[src/rtl/axil_cfg_pkg.sv]
// Shared types and constants for the AXI4-Lite configuration write master.
// Latency: none (declarations only).
// Backpressure: n/a.
package axil_cfg_pkg;

  typedef enum logic [1:0] {
    IDLE  = 2'd0,
    ISSUE = 2'd1,
    RESP  = 2'd2,
    DONE  = 2'd3
  } state_t;

  localparam logic [1:0] RESP_OKAY   = 2'b00;
  localparam logic [1:0] RESP_EXOKAY = 2'b01;
  localparam logic [1:0] RESP_SLVERR = 2'b10;
  localparam logic [1:0] RESP_DECERR = 2'b11;
  localparam logic [1:0] ERR_TIMEOUT = 2'b11;

  // Ceiling log2, used to size index and pointer fields.
  function automatic int clog2(input int v);
    int r;
    r = 0;
    while ((1 << r) < v) r++;
    return r;
  endfunction

endpackage

[src/rtl/axil_cfg_write_master_rr_arbiter.sv]
// Round-robin pick: first set request at or above ptr, wrapping to bit 0.
// Latency: combinational.
// Backpressure: none; the parent decides when the pick is taken.
module rr_arbiter
  import axil_cfg_pkg::*;
#(
  parameter int NUM_REQ = 8,
  parameter int IDX_W   = (clog2(NUM_REQ) < 1) ? 1 : clog2(NUM_REQ)
) (
  input  logic [NUM_REQ-1:0] req,
  input  logic [IDX_W-1:0]   ptr,
  output logic [NUM_REQ-1:0] grant,
  output logic [IDX_W-1:0]   idx
);

  logic found;

  // Two passes: upper segment from ptr first, then wrap around from bit 0.
  always_comb begin
    grant = '0;
    idx   = '0;
    found = 1'b0;
    for (int i = 0; i < NUM_REQ; i++) begin
      if (!found && req[i] && (IDX_W'(i) >= ptr)) begin
        found    = 1'b1;
        grant[i] = 1'b1;
        idx      = IDX_W'(i);
      end
    end
    for (int i = 0; i < NUM_REQ; i++) begin
      if (!found && req[i]) begin
        found    = 1'b1;
        grant[i] = 1'b1;
        idx      = IDX_W'(i);
      end
    end
  end

endmodule

[src/rtl/axil_cfg_write_master.sv]
// AXI4-Lite single-beat write master serving NUM_REQ requestors round-robin.
// Latency: AWVALID/WVALID one cycle after request; done one cycle after B (or timeout).
// Backpressure: AW/W valids held until each handshake; B waited for up to TIMEOUT_CYCLES.
module axil_cfg_write_master
  import axil_cfg_pkg::*;
#(
  parameter int ADDR_WIDTH     = 32,
  parameter int DATA_WIDTH     = 32,
  parameter int OFF_WIDTH      = 8,
  parameter int NUM_REQ        = 8,
  parameter int TIMEOUT_CYCLES = 1024,
  parameter int TO_CNT_WIDTH   = 11
) (
  input  logic                            clk,
  input  logic                            reset,
  input  logic [ADDR_WIDTH-1:0]           base_addr,
  input  logic [NUM_REQ-1:0]              req_valid,
  input  logic [NUM_REQ*OFF_WIDTH-1:0]    req_offset,
  input  logic [NUM_REQ*DATA_WIDTH-1:0]   req_data,
  input  logic [NUM_REQ*(DATA_WIDTH/8)-1:0] req_strb,
  output logic [NUM_REQ-1:0]              done,
  output logic [NUM_REQ-1:0]              err,
  output logic [1:0]                      err_code,
  output logic                            busy,
  output logic [ADDR_WIDTH-1:0]           M_AXI_AWADDR,
  output logic                            M_AXI_AWVALID,
  input  logic                            M_AXI_AWREADY,
  output logic [2:0]                      M_AXI_AWPROT,
  output logic [DATA_WIDTH-1:0]           M_AXI_WDATA,
  output logic [DATA_WIDTH/8-1:0]         M_AXI_WSTRB,
  output logic                            M_AXI_WVALID,
  input  logic                            M_AXI_WREADY,
  input  logic [1:0]                      M_AXI_BRESP,
  input  logic                            M_AXI_BVALID,
  output logic                            M_AXI_BREADY
);

  localparam int IDX_W  = (clog2(NUM_REQ) < 1) ? 1 : clog2(NUM_REQ);
  localparam int STRB_W = DATA_WIDTH / 8;
  localparam bit TO_EN  = (TIMEOUT_CYCLES > 0);
  localparam logic [TO_CNT_WIDTH-1:0] TO_LAST =
    TO_CNT_WIDTH'((TIMEOUT_CYCLES > 0) ? TIMEOUT_CYCLES - 1 : 0);

  state_t                  state, state_nxt;
  logic [IDX_W-1:0]        rr_ptr, gnt_idx, arb_idx;
  logic [NUM_REQ-1:0]      grant, arb_grant;
  logic                    aw_pend, w_pend, aw_pend_nxt, w_pend_nxt;
  logic [TO_CNT_WIDTH-1:0] to_cnt;
  logic [1:0]              code_q;
  logic                    to_hit;

  rr_arbiter #(.NUM_REQ(NUM_REQ), .IDX_W(IDX_W)) u_arb (
    .req   (req_valid),
    .ptr   (rr_ptr),
    .grant (arb_grant),
    .idx   (arb_idx)
  );

  assign M_AXI_AWPROT  = 3'b000;
  assign M_AXI_AWVALID = (state == ISSUE) && aw_pend;
  assign M_AXI_WVALID  = (state == ISSUE) && w_pend;
  assign M_AXI_BREADY  = (state == RESP);
  assign busy          = (state != IDLE);
  assign done          = (state == DONE) ? grant : '0;
  assign err           = ((state == DONE) && (code_q != RESP_OKAY)) ? grant : '0;
  assign err_code      = (state == DONE) ? code_q : RESP_OKAY;

  // Pending flags after this cycle's handshakes; lets a double handshake leave ISSUE at once.
  assign aw_pend_nxt = aw_pend && !(M_AXI_AWVALID && M_AXI_AWREADY);
  assign w_pend_nxt  = w_pend && !(M_AXI_WVALID && M_AXI_WREADY);
  assign to_hit      = TO_EN && (to_cnt == TO_LAST);

  // State register.
  always_ff @(posedge clk or negedge reset) begin
    if (!reset) state <= IDLE;
    else        state <= state_nxt;
  end

  // Next-state decode.
  always_comb begin
    state_nxt = state;
    case (state)
      IDLE:    if (|req_valid) state_nxt = ISSUE;
      ISSUE:   if (!aw_pend_nxt && !w_pend_nxt) state_nxt = RESP;
      RESP:    if (M_AXI_BVALID || to_hit) state_nxt = DONE;
      DONE:    state_nxt = IDLE;
      default: state_nxt = IDLE;
    endcase
  end

  // Grant capture, registered AXI payload, pending flags, timeout and pointer update.
  always_ff @(posedge clk or negedge reset) begin
    if (!reset) begin
      grant        <= '0;
      gnt_idx      <= '0;
      rr_ptr       <= '0;
      aw_pend      <= 1'b0;
      w_pend       <= 1'b0;
      to_cnt       <= '0;
      code_q       <= RESP_OKAY;
      M_AXI_AWADDR <= '0;
      M_AXI_WDATA  <= '0;
      M_AXI_WSTRB  <= '0;
    end else begin
      case (state)
        IDLE: begin
          if (|req_valid) begin
            grant        <= arb_grant;
            gnt_idx      <= arb_idx;
            M_AXI_AWADDR <= base_addr +
                            ADDR_WIDTH'(req_offset[arb_idx*OFF_WIDTH +: OFF_WIDTH]);
            M_AXI_WDATA  <= req_data[arb_idx*DATA_WIDTH +: DATA_WIDTH];
            M_AXI_WSTRB  <= req_strb[arb_idx*STRB_W +: STRB_W];
            aw_pend      <= 1'b1;
            w_pend       <= 1'b1;
          end
        end
        ISSUE: begin
          aw_pend <= aw_pend_nxt;
          w_pend  <= w_pend_nxt;
          if (!aw_pend_nxt && !w_pend_nxt) to_cnt <= '0;
        end
        RESP: begin
          if (M_AXI_BVALID)  code_q <= M_AXI_BRESP;
          else if (to_hit)   code_q <= ERR_TIMEOUT;
          else if (TO_EN)    to_cnt <= to_cnt + 1'b1;
        end
        DONE: begin
          rr_ptr <= (gnt_idx == IDX_W'(NUM_REQ - 1)) ? '0 : gnt_idx + 1'b1;
        end
        default: ;
      endcase
    end
  end

endmodule

[config.mk]
export PLATFORM = sky130hd
export DESIGN_NAME = axil_cfg_write_master
export DESIGN_NICKNAME = d
export VERILOG_FILES = /design/src/rtl/axil_cfg_pkg.sv /design/src/rtl/axil_cfg_write_master_rr_arbiter.sv /design/src/rtl/axil_cfg_write_master.sv
export SDC_FILE = /design/constraint.sdc
export NUM_CORES = 1
export LEC_CHECK = 0
export ABC_AREA = 1
export CAP_MARGIN = 30
export CORE_AREA = 2 2 190 192
export DETAILED_ROUTE_END_ITERATION = 7
export DIE_AREA = 0 0 192 194
export HOLD_SLACK_MARGIN = 0.12
export PLACE_DENSITY = 0.55
export SLEW_MARGIN = 30
export SYNTH_ARGS = -nofsm -noshare
export SYNTH_HDL_FRONTEND = slang
export SYNTH_SLANG_ARGS = --single-unit
[constraint.sdc]
create_clock -name clk -period 8.8 [get_ports clk]
set_input_delay 0.88 -clock clk [delete_from_list [all_inputs] [get_ports clk]]
set_output_delay 0.88 -clock clk [all_outputs]
set_load 0.1 [all_outputs]
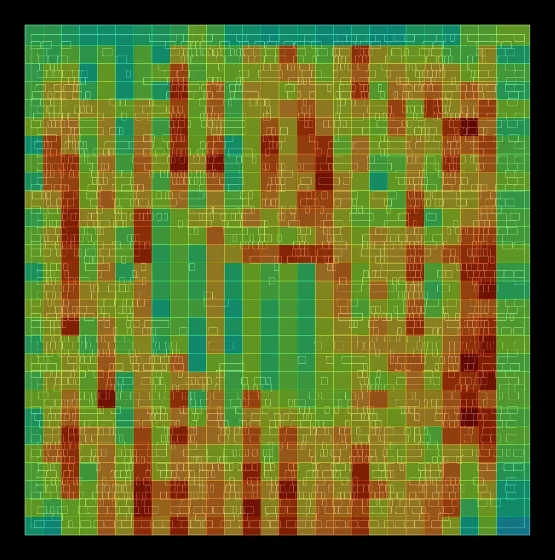
Figure 1: run 1, congestion heat map.
wire per inst: 19.63 µm
layer with the highest usage: met2
total global-route track usage: 0.2476

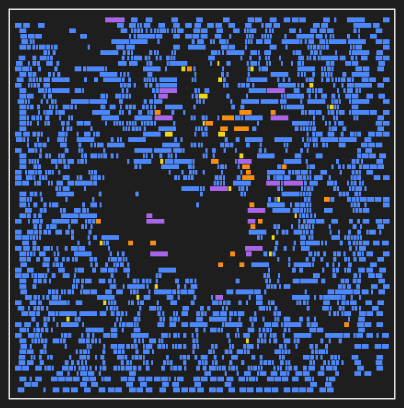
Figure 2: run 1, sizing map.
(2 px per µm)
orange -> drive 3 to 4  # cells 24, share 1.2%
blue -> drive 1 or less  # cells 1912, share 97%
yellow -> drive 2  # cells 23, share 1.2%
purple -> drive 6 and up  # cells 18, share 0.91%
layout overhead on the synthesized area: 56.43%
final worst slack: 2159 ps

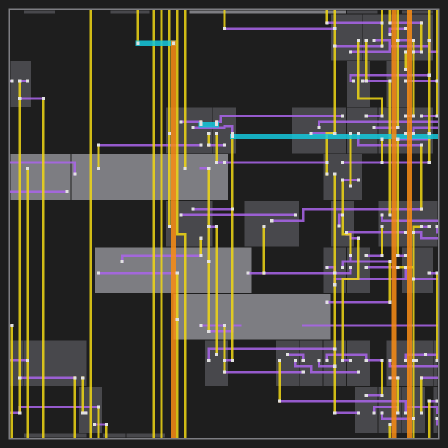
Figure 3: run 1, close-up of the layout.
Region (36, 133) to (61, 158) µm. Cells in gray, sequential cells in the stronger gray; small squares are vias.
purple -> met1
yellow -> met2
orange -> met4
cyan -> met3
most frequent = nand2_1 (11), inv_1 (4), nor2_1 (4)
cells with their middle in the window = 36
sequential cells in the window = 3
netlist names of flops here include = `to_cnt` (3)

==> flow_summary.toml, run 1 <==
# implementation run metrics
[status]
outcome = "complete, no violations"

[logic_synthesis]
synth.cell_area_mm2 = 0.009503
synth_cells = 1573
ys_types = 39
synth.logic.top_family = "simple AND/OR/NAND/NOR gates"
ys_cells = 1573
compound_area_frac = 0.04292
yosysWarnings = 0
ys_sh_xor = 0.02028
edf_count = 0
ys.flops = 99

[clock_network]
hold_buffers = 0
cts_root_buffer = "clkbuf_16"
htreeDepth = 3
cts_setup_buffers = 0
cts-resized-gates = 0
cts_tree = "done"

[power_and_ir_drop]
top_power_group = "combinational cells"
switching_share = 0.6329
switching_power_w = 0.003693
internal_power_w = 0.002142
power_frac_clock = 0.070

[global_routing]
overflow = 0
antenna_found_initial = 5
grt_pass1_vias = 12090
grt_pass1_wl_um = 70970
grt.met1_usage = 0.2925
grt_max_degree = 177

[floorplan]
dieArea_mm2 = 0.03725
die_w_um = 192
fp-row-count = 69
die_h_um = 194

[worst_setup_path]
rrSetupSlack_ps = 2870
crit_start = "req_valid[2]"
start_kind = "primary input"
worst-path-buf-inv = 3
required_ps = 9100
cp_data_arrival_time_ps = 6940
r2r_start = "rr_ptr[0]"
worstReg2RegEnd = "M_AXI_AWADDR[24]"

[final_layout]
fin_area_mm2 = 0.01487
clkbuf_count = 10
bufAreaShareNonClock = 0.3361
final_cells = 2442
drive_gt1_frac = 0.03288
comb_share = 0.3806
fin_nets = 2388
comb_area_mm2 = 0.005658
postLayoutCoreUtil = 0.4220

[final_timing]
fin_crit_ps = 6641
period_used_share = 0.7547
setup_viol = 0
fmax_mhz = 150.6
hold_violations = 0
timing_worst_slew_pin_value_ps = 1042
setup_tns_ps = 0

[drt]
drtIter0Drc = 848
wl_met3_um = 4147
ant_nets = 0
vias_per_cell = 5.038

[placement]
globalplace.congestion = 0.9919
preCtsSetupSlack_ps = 1809
Figure 4. Placement by cell class (run 1).
(2 px per µm)
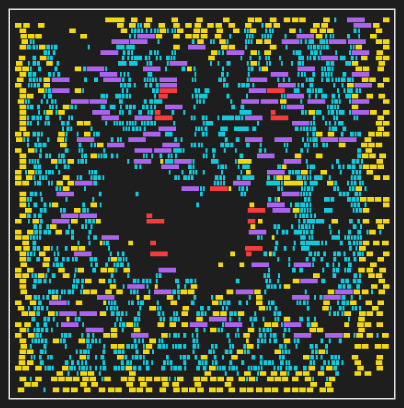

==> run 1 -> run 2 <==
--- a/config.mk
+++ b/config.mk
@@ -7,11 +7,11 @@
 export LEC_CHECK = 0
 export ABC_AREA = 1
 export CAP_MARGIN = 30
-export CORE_AREA = 2 2 190 192
+export CORE_AREA = 2 2 189 191
 export DETAILED_ROUTE_END_ITERATION = 7
-export DIE_AREA = 0 0 192 194
+export DIE_AREA = 0 0 191 193
 export HOLD_SLACK_MARGIN = 0.12
-export PLACE_DENSITY = 0.55
+export PLACE_DENSITY = 0.58
 export SLEW_MARGIN = 30
 export SYNTH_ARGS = -nofsm -noshare
 export SYNTH_HDL_FRONTEND = slang
==> constraint.sdc (replaced) <==
create_clock -name clk -period 5.5 [get_ports clk]
set_input_delay 0.55 -clock clk [delete_from_list [all_inputs] [get_ports clk]]
set_output_delay 0.55 -clock clk [all_outputs]
set_load 0.1 [all_outputs]
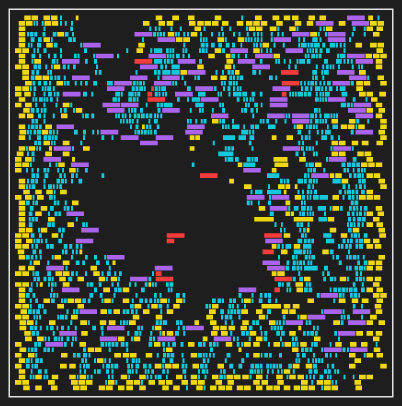
Figure 5: run 2, placement by cell class.
(2 px per µm)
purple -> flip-flops  # cells 99, share of their area 17%
red -> clock drivers and dummy loads  # cells 16, share of their area 2.0%
yellow -> other buffers and delay cells  # cells 513, share of their area 35%
cyan -> all other logic  # cells 1359, share of their area 45%
fraction of standard cell area that is sequential: 0.1657
Rows: 69

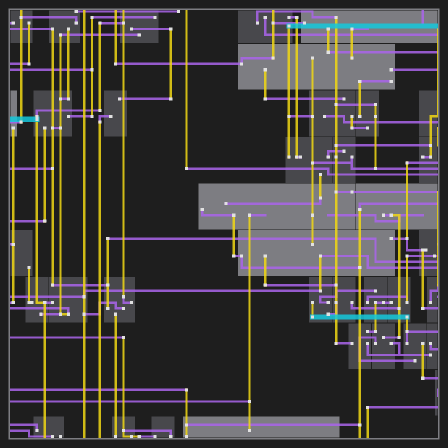
Figure 6: run 2, close-up of the layout.
Region (35, 132) to (60, 157) µm. Cells in gray, sequential cells in the stronger gray; small squares are vias.
cyan -> met3
yellow -> met2
purple -> met1
cells with their middle in the window = 26
netlist names of flops here include = `to_cnt` (5)
most frequent = nand2_1 (7), dfrtp_1 (5)
sequential cells in the window = 5

==> flow_summary.toml, run 2 <==
# implementation run metrics
[worst_setup_path]
required_ps = 5810
crit_family = "simple AND/OR/NAND/NOR gates"
worstSetupEndpoint = "M_AXI_AWADDR[24]"
worstReg2RegEnd = "M_AXI_AWADDR[24]"
start_kind = "primary input"
worst-path-buf-inv = 3
rrSetupSlack_ps = 890
r2r_start = "rr_ptr[1]"
cp_data_arrival_time_ps = 5190
crit_start = "req_valid[0]"
critical_path.most_common_cell = "nand2_1"

[final_layout]
comb_share = 0.3783
mostFrequentLayoutCell = "clkdlybuf4s50_1"
drive_gt1_frac = 0.03976
postLayoutCoreUtil = 0.4277
bufAreaShareNonClock = 0.3404
clkbuf_count = 9
seq_area_mm2 = 0.002477
antenna_cells = 4
final_cells = 2452
n_all_inverters = 226
comb_area_mm2 = 0.005658
fin_nets = 2398
top_regs = "M_AXI_AWADDR: 32 flops, M_AXI_WDATA: 32 flops, to_cnt: 11 flops"
lay_top_cells = "clkdlybuf4s50_1 (472), nand2_1 (441), nand3_1 (284), inv_1 (220), nand4_1 (188)"

[logic_synthesis]
ys_sh_adder = 0.02317
avgSynthCellArea_um2 = 6.041
yosysWarnings = 0
edf_count = 0
ys_cells = 1573
flop_cell = "dfrtp_1"
synth.logic.top_family = "simple AND/OR/NAND/NOR gates"
yosysChipArea_mm2 = 0.009503
synth_cells = 1573
ys.flops = 99
compound_area_frac = 0.04292
ys_types = 39
synth.cell_area_mm2 = 0.009503
ys_sh_xor = 0.02028

[power_and_ir_drop]
power_leakage_nw = 7.077
top_power_group = "combinational cells"
power.density_mw_per_mm2 = 626.6
switching_share = 0.6327
power_frac_clock = 0.070
internal_power_w = 0.003442
vdd_drop_max_v = 0.0005396
switching_power_w = 0.005929

[clock_network]
cts_setup_buffers = 0
htreeDepth = 3
cts_buffers = 9
hold_buffers = 0
cts_root_buffer = "clkbuf_16"
cts-resized-gates = 0
clkTransAtPathRegs_ps = 80
cts_tree = "done"

[placement]
dp.cells = 2432
hpwl_um = 33920
preCtsSetupSlack_ps = 214.8
portBuffers = 488
globalplace.congestion = 0.9206

[final_timing]
setup_viol = 0
period_used_share = 0.8877
setup_tns_ps = 0
fin_crit_ps = 4882
timing_worst_slew_pin_value_ps = 1046
fmax_mhz = 204.8
hold_violations = 0

[drt]
vias_per_cell = 5.049
ant_nets = 0
wl_per_cell_um = 18.51
drtIter0Drc = 779
wl_met3_um = 3850

[global_routing]
grt_pass1_vias = 11900
antenna_found_initial = 3
grt.met1_usage = 0.2849
overflow = 0
grtUsageMet3 = 0.05792
busiest_layer = "met2"
grt_use_total = 0.2407
grt_max_degree = 111
grt_pass1_wl_um = 68080

[min_path]
hp-class = "in -> async"

[floorplan]
fp_util = 0.2718
die_h_um = 193
boundaryPins = 492
dieArea_mm2 = 0.03686
die_w_um = 191

[status]
outcome = "complete, no violations"
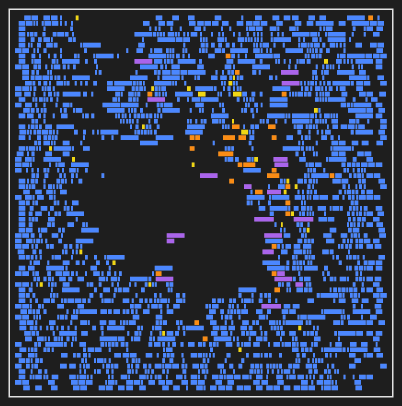
Figure 7: run 2, sizing map.
(2 px per µm)
yellow -> drive 2  # cells 29, share 1.5%
blue -> drive 1 or less  # cells 1908, share 96%
orange -> drive 3 to 4  # cells 30, share 1.5%
purple -> drive 6 and up  # cells 20, share 1.0%
bufs w/o clock: 513
layout overhead on the synthesized area: 57.37%
final worst slack: 617.7 ps
finished layout cell area: 0.01495 mm²

==> run 2 -> run 3 <==
==> constraint.sdc (replaced) <==
create_clock -name clk -period 4.1 [get_ports clk]
set_input_delay 0.41 -clock clk [delete_from_list [all_inputs] [get_ports clk]]
set_output_delay 0.41 -clock clk [all_outputs]
set_load 0.1 [all_outputs]
==> flow_summary.toml, run 3 <==
# implementation run metrics
[status]
outcome = "complete, no violations"

[power_and_ir_drop]
power_frac_clock = 0.062
internal_power_w = 0.005417
top_power_group = "combinational cells"
switching_share = 0.6070
switching_power_w = 0.008367
power_leakage_nw = 7.670
power.density_mw_per_mm2 = 856.1
power_w = 0.01378
p_clk_w = 0.000860
vdd_drop_max_v = 0.0006141

[logic_synthesis]
synth.cell_area_mm2 = 0.009503
ys.flops = 99
flop_cell = "dfrtp_1"
yosysChipArea_mm2 = 0.009503
ys_sh_xor = 0.02028
common_cells = "nand2_1 (441), nand3_1 (284), inv_1 (220)"
ys_sh_adder = 0.02317
synth.most_common_cell = "nand2_1"
synth_cells = 1573
compound_area_frac = 0.04292
ys_types = 39
synth-simple-area-share = 0.5020
edf_count = 0
ys_cells = 1573
avgSynthCellArea_um2 = 6.041
synth.logic.top_family = "simple AND/OR/NAND/NOR gates"
yosysWarnings = 0

[clock_network]
cts_buffers = 9
htreeDepth = 3
cts-resized-gates = 2
cts_root_buffer = "clkbuf_16"
hold_buffers = 1
clock-sinks = 99
cts_setup_buffers = 7
cts_tree = "done"
clkTransAtPathRegs_ps = 80

[drt]
dr.pass1.iters = 7
wl_met3_um = 4052
vias_per_cell = 5.035
drtIter0Drc = 739
ant_nets = 0

[global_routing]
antenna_found_initial = 6
overflow = 0
grt_pass1_vias = 12140
grt_max_degree = 114
busiest_layer = "met2"
grt_pass1_wl_um = 69660

[placement]
portBuffers = 488
preCtsSetupSlack_ps = -501.3
globalplace.congestion = 0.9140
dp.cells = 2496
placed_cell_area_mm2 = 0.01518
hpwl_um = 34650

[final_layout]
drive_gt1_frac = 0.1175
antenna_cells = 4
fin_nets = 2487
comb_share = 0.3749
n_all_inverters = 226
fin_area_mm2 = 0.01610
n_all_buffers = 601
final_cells = 2541
top_regs = "M_AXI_AWADDR: 32 flops, M_AXI_WDATA: 32 flops, to_cnt: 11 flops"
bufAreaShareNonClock = 0.3644
clkbuf_count = 10
comb_area_mm2 = 0.006037
mostFrequentLayoutCell = "clkdlybuf4s50_1"
area.growth.synth_to_final_pct = 69.44
seq_area_mm2 = 0.002480
lay_top_cells = "clkdlybuf4s50_1 (466), nand2_1 (418), nand3_1 (261), inv_1 (217), nand4_1 (188)"

[worst_setup_path]
start_kind = "flop"
cp_data_arrival_time_ps = 4290
crit_path_max_fanout = 5
critical_path.most_common_cell = "nand2_2"
r2r_start = "rr_ptr[0]"
worst-path-buf-inv = 2
worstSetupEndpoint = "M_AXI_AWADDR[26]"
crit_family = "simple AND/OR/NAND/NOR gates"
cp_slowest_cell = "dfrtp_1"
crit_start = "rr_ptr[0]"
worstSetupPathType = "reg -> reg"
required_ps = 4400
worstReg2RegEnd = "M_AXI_AWADDR[26]"
rrSetupSlack_ps = 110

[floorplan]
fp_util = 0.2718
die_w_um = 191
tap_cells = 461
dieArea_mm2 = 0.03686
die_h_um = 193
boundaryPins = 492
fp-row-count = 69

[final_timing]
setup_viol = 0
setup_ws_ps = 110.8
timing_worst_slew_pin_value_ps = 1045
fmax_mhz = 250.7
hold_violations = 0
fin_crit_ps = 3989
period_used_share = 0.9730

[min_path]
hp-class = "reg -> reg"
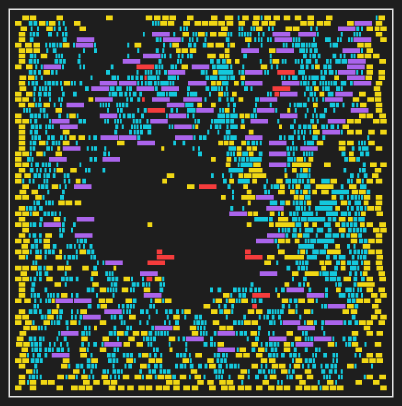
Figure 8: run 3, placement by cell class.
(2 px per µm)
red -> clock drivers and dummy loads  # cells 16, share of their area 1.8%
purple -> flip-flops  # cells 99, share of their area 16%
yellow -> other buffers and delay cells  # cells 601, share of their area 38%
cyan -> all other logic  # cells 1360, share of their area 44%
Final Core Density: 0.4605
fraction of standard cell area that is sequential: 0.1540

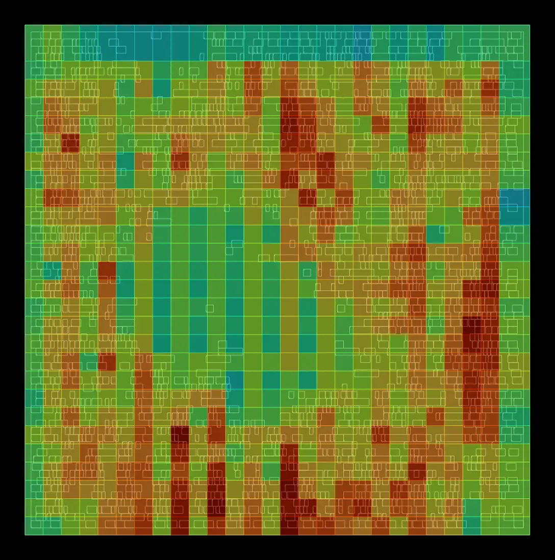
Figure 9: run 3, congestion heat map.
wire per inst: 18.51 µm
M1 GR Usage: 0.2989
met3 Usage GRT: 0.05520
total global-route track usage: 0.2457

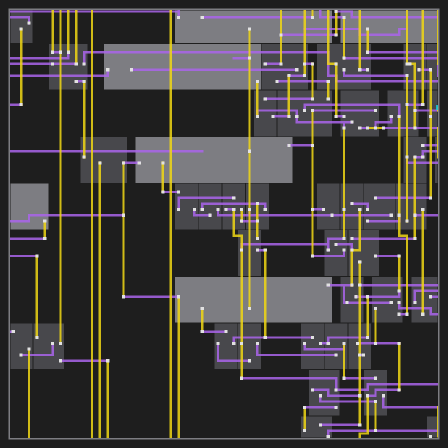
Figure 10: run 3, close-up of the layout.
Region (35, 132) to (60, 157) µm. Cells in gray, sequential cells in the stronger gray; small squares are vias.
cyan -> met3
yellow -> met2
purple -> met1
most frequent = nand2_1 (10), dfrtp_1 (5)
sequential cells in the window = 5
netlist names of flops here include = `to_cnt` (5)
cells with their middle in the window = 39

